Fig. 1: metal layers overlaid
Only two layers are drawn.
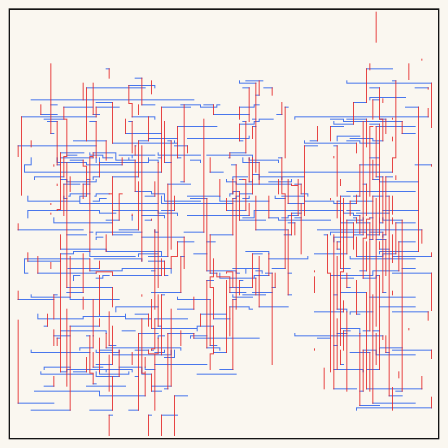
Fig. 2: zoomed window
Region (33, 3) to (58, 28) um. Cells in gray, sequential cells in the stronger gray; small squares are vias.
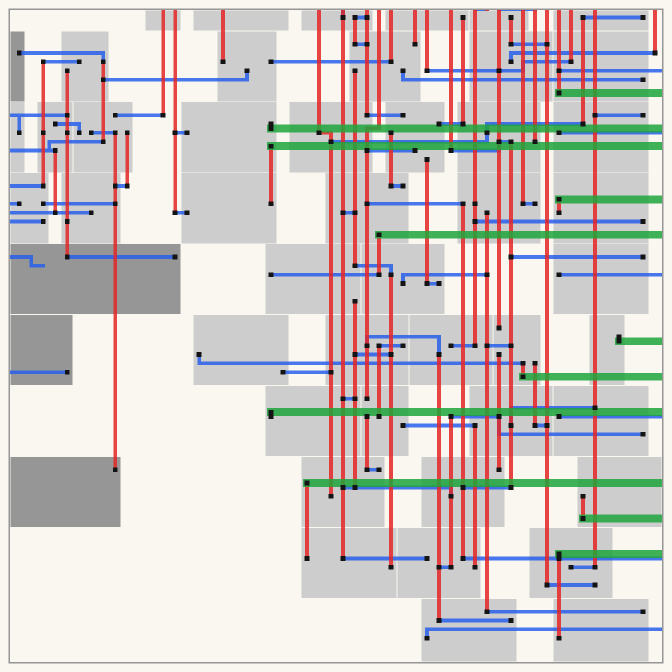
Fig. 3: routing congestion
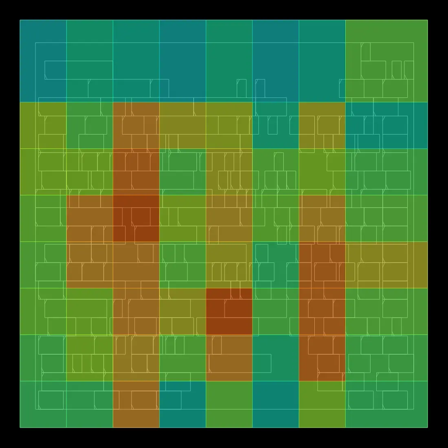
Fig. 4: power grid
The bar under the picture is 20 um long. Pins as bars on the die edge. Tap cells in gray.
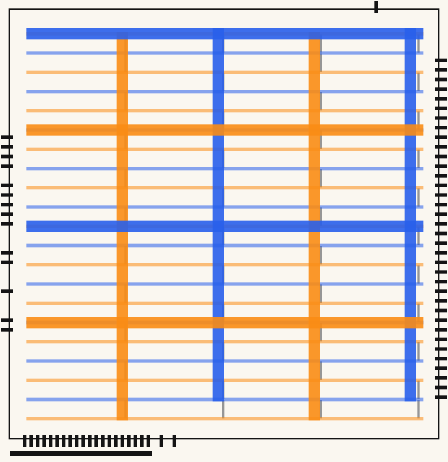
Fig. 5: sequential cells colored by netlist name
Other sequential cells in the stronger gray, the rest of the logic in the fainter gray.
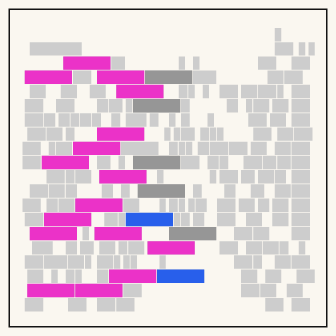
==> config.mk <==
export PLATFORM = sky130hd
export DESIGN_NAME = pipeline_hazard_ctrl
export DESIGN_NICKNAME = d
export VERILOG_FILES = /design/src/rtl/cpu_types_pkg.sv /design/src/rtl/hazard_fwd_sel.sv /design/src/rtl/pipeline_hazard_ctrl.sv
export SDC_FILE = /design/constraint.sdc
export NUM_CORES = 1
export LEC_CHECK = 0
export CAP_MARGIN = 20
export CORE_MARGIN = 2
export CORE_UTILIZATION = 44
export CTS_BUF_LIST = sky130_fd_sc_hd__clkbuf_4
export DETAILED_ROUTE_END_ITERATION = 16
export HOLD_SLACK_MARGIN = 0.15
export PLACE_DENSITY = 0.88
export SKIP_CTS_REPAIR_TIMING = 1
export SLEW_MARGIN = 0
export SYNTH_ARGS = -nofsm -noshare
export SYNTH_HDL_FRONTEND = slang
export SYNTH_SLANG_ARGS = --single-unit
==> constraint.sdc <==
create_clock -name CLK -period 6.05 [get_ports CLK]
set_input_delay 1.5125 -clock CLK [delete_from_list [all_inputs] [get_ports CLK]]
set_output_delay 1.5125 -clock CLK [all_outputs]
set_load 0.02 [all_outputs]
==> flow_summary.ini <==
; flow metrics
[detailed_routing]
drt-met1-wl_um = 1361
top_layer = met4
wl_met3_um = 317

[critical_path]
crit_fanout = 3
cp-end-kind = primary output
required_ns = 4.54
crit_chain = clkdlybuf4s50_1 -> or4_1 -> o211ai_1 -> o22a_2 -> nand2_2 -> a21oi_1 -> clkdlybuf4s50_1
cpMaxStageDelayCell = clkdlybuf4s50_1

[global_route]
grt_pass1_vias = 1177
grt_max_degree = 24

[timing]
setup_viol = 0

[run_status]
outcome = completed

[yosys]
syn_area_mm2 = 0.001404
ys_sh_aoi = 0.09091
ys_sh_adder = 0.01783

[pwr]
clock_power_share = 0.184
p_int_uw = 272.7

[clock_network]
clockBufferDepth = 2
cts_max_level = 1
cts.clk_slew.worst_paths_ns = 0.12

[floorplanning]
fp_util = 0.4598
## Picture notes: Fig. 1
| layer | color | wire length |
|---|---|---|
| met1 | blue | 1,360 um |
| met2 | red | 1,380 um |
All-Layer GR Usage: 0.1798
final WL: 3101 um
DR WL/cell: 12.76 um
via count: 1,221

## Picture notes: Fig. 2
| layer | color |
|---|---|
| met3 | green |
| met1 | blue |
| met2 | red |
most frequent: clkdlybuf4s50_1 (14), xor2_1 (12)
sequential cells in the window: 1
cells with their middle in the window: 39

## Picture notes: Fig. 3
busiest grt layer: met2
met3 usage: 0.02985

## Picture notes: Fig. 4
| net | color |
|---|---|
| VSS | orange |
| VDD | blue |
signal pins: 73
tap cells: 44
met4 straps: 4
CORE AREA: 0.003053 mm^2
die height: 60.49 um

## Picture notes: Fig. 5
| signal | color | flops |
|---|---|---|
| stall_count | magenta | 16 |
| ret_state | blue | 2 |
not colored: 5
Final Core Density: 0.6447
register area: 575.6 um^2
Seq. pwr: 189 uW
sequential cell area share: 0.2924

-- final cells by class --
cell class / instances / area (um^2) / share of cell area
flip-flops and latches: 23 / 575.6 / 0.2924
well taps: 44 / 55.05 / 0.02797
clock buffers: 4 / 30.03 / 0.01526
multi-input cells: 116 / 760.7 / 0.3865
inverters: 5 / 18.77 / 0.009536
repair buffers: 51 / 528.0 / 0.2683
-- cell families (layout without fill, tap and decap cells) --
group,after synthesis,in the layout
xor gates and xnor gates,34,34
buffers and inverters,13,60
and+or+nand+nor,56,56
other,1,4
DFF,23,23
muxes,2,2
adders and majority gates,2,2
AOI/OAI and AO/OA,18,18
-- per-stage QoR --
step | utilization | std cells | hold WS (ns) | setup slack [ns]
floorplan | - | 152 | 0.4498 | 1.477
global placement | 0.6258 | 238 | 0.4723 | 0.6907
detailed placement | 0.6258 | 238 | 0.4857 | 0.6845
CTS | 0.6357 | 242 | 0.5085 | 0.6725
global route | 0.6447 | 243 | 0.5261 | 0.5559
finish | 0.6447 | 243 | 0.4984 | 0.6931
-- power by group through the flow --
stage,logic [uW],clock network (uW),registers (uW)
floorplan,51.6,0,208
global placement,134,0,192
detailed placement,136,0,192
CTS,137,75.8,189
global route,151,81.7,193
finish,138,73.7,189
-- worst max-delay path, delay by kind of cell --
kind                   cells  cell delay [ns]
buffers and inverters      2             1.13
AOI/OAI and AO/OA          3             0.60
and+or+nand+nor            2             0.61
-- metal layers --
layer	vias up	GRT usage
met2	53	0.3121
met1	568	0.2271
met5	-	0
li1	595	-
met3	5	0.02985
met4	0	0.06522
Power and IR drop assume default switching activity.
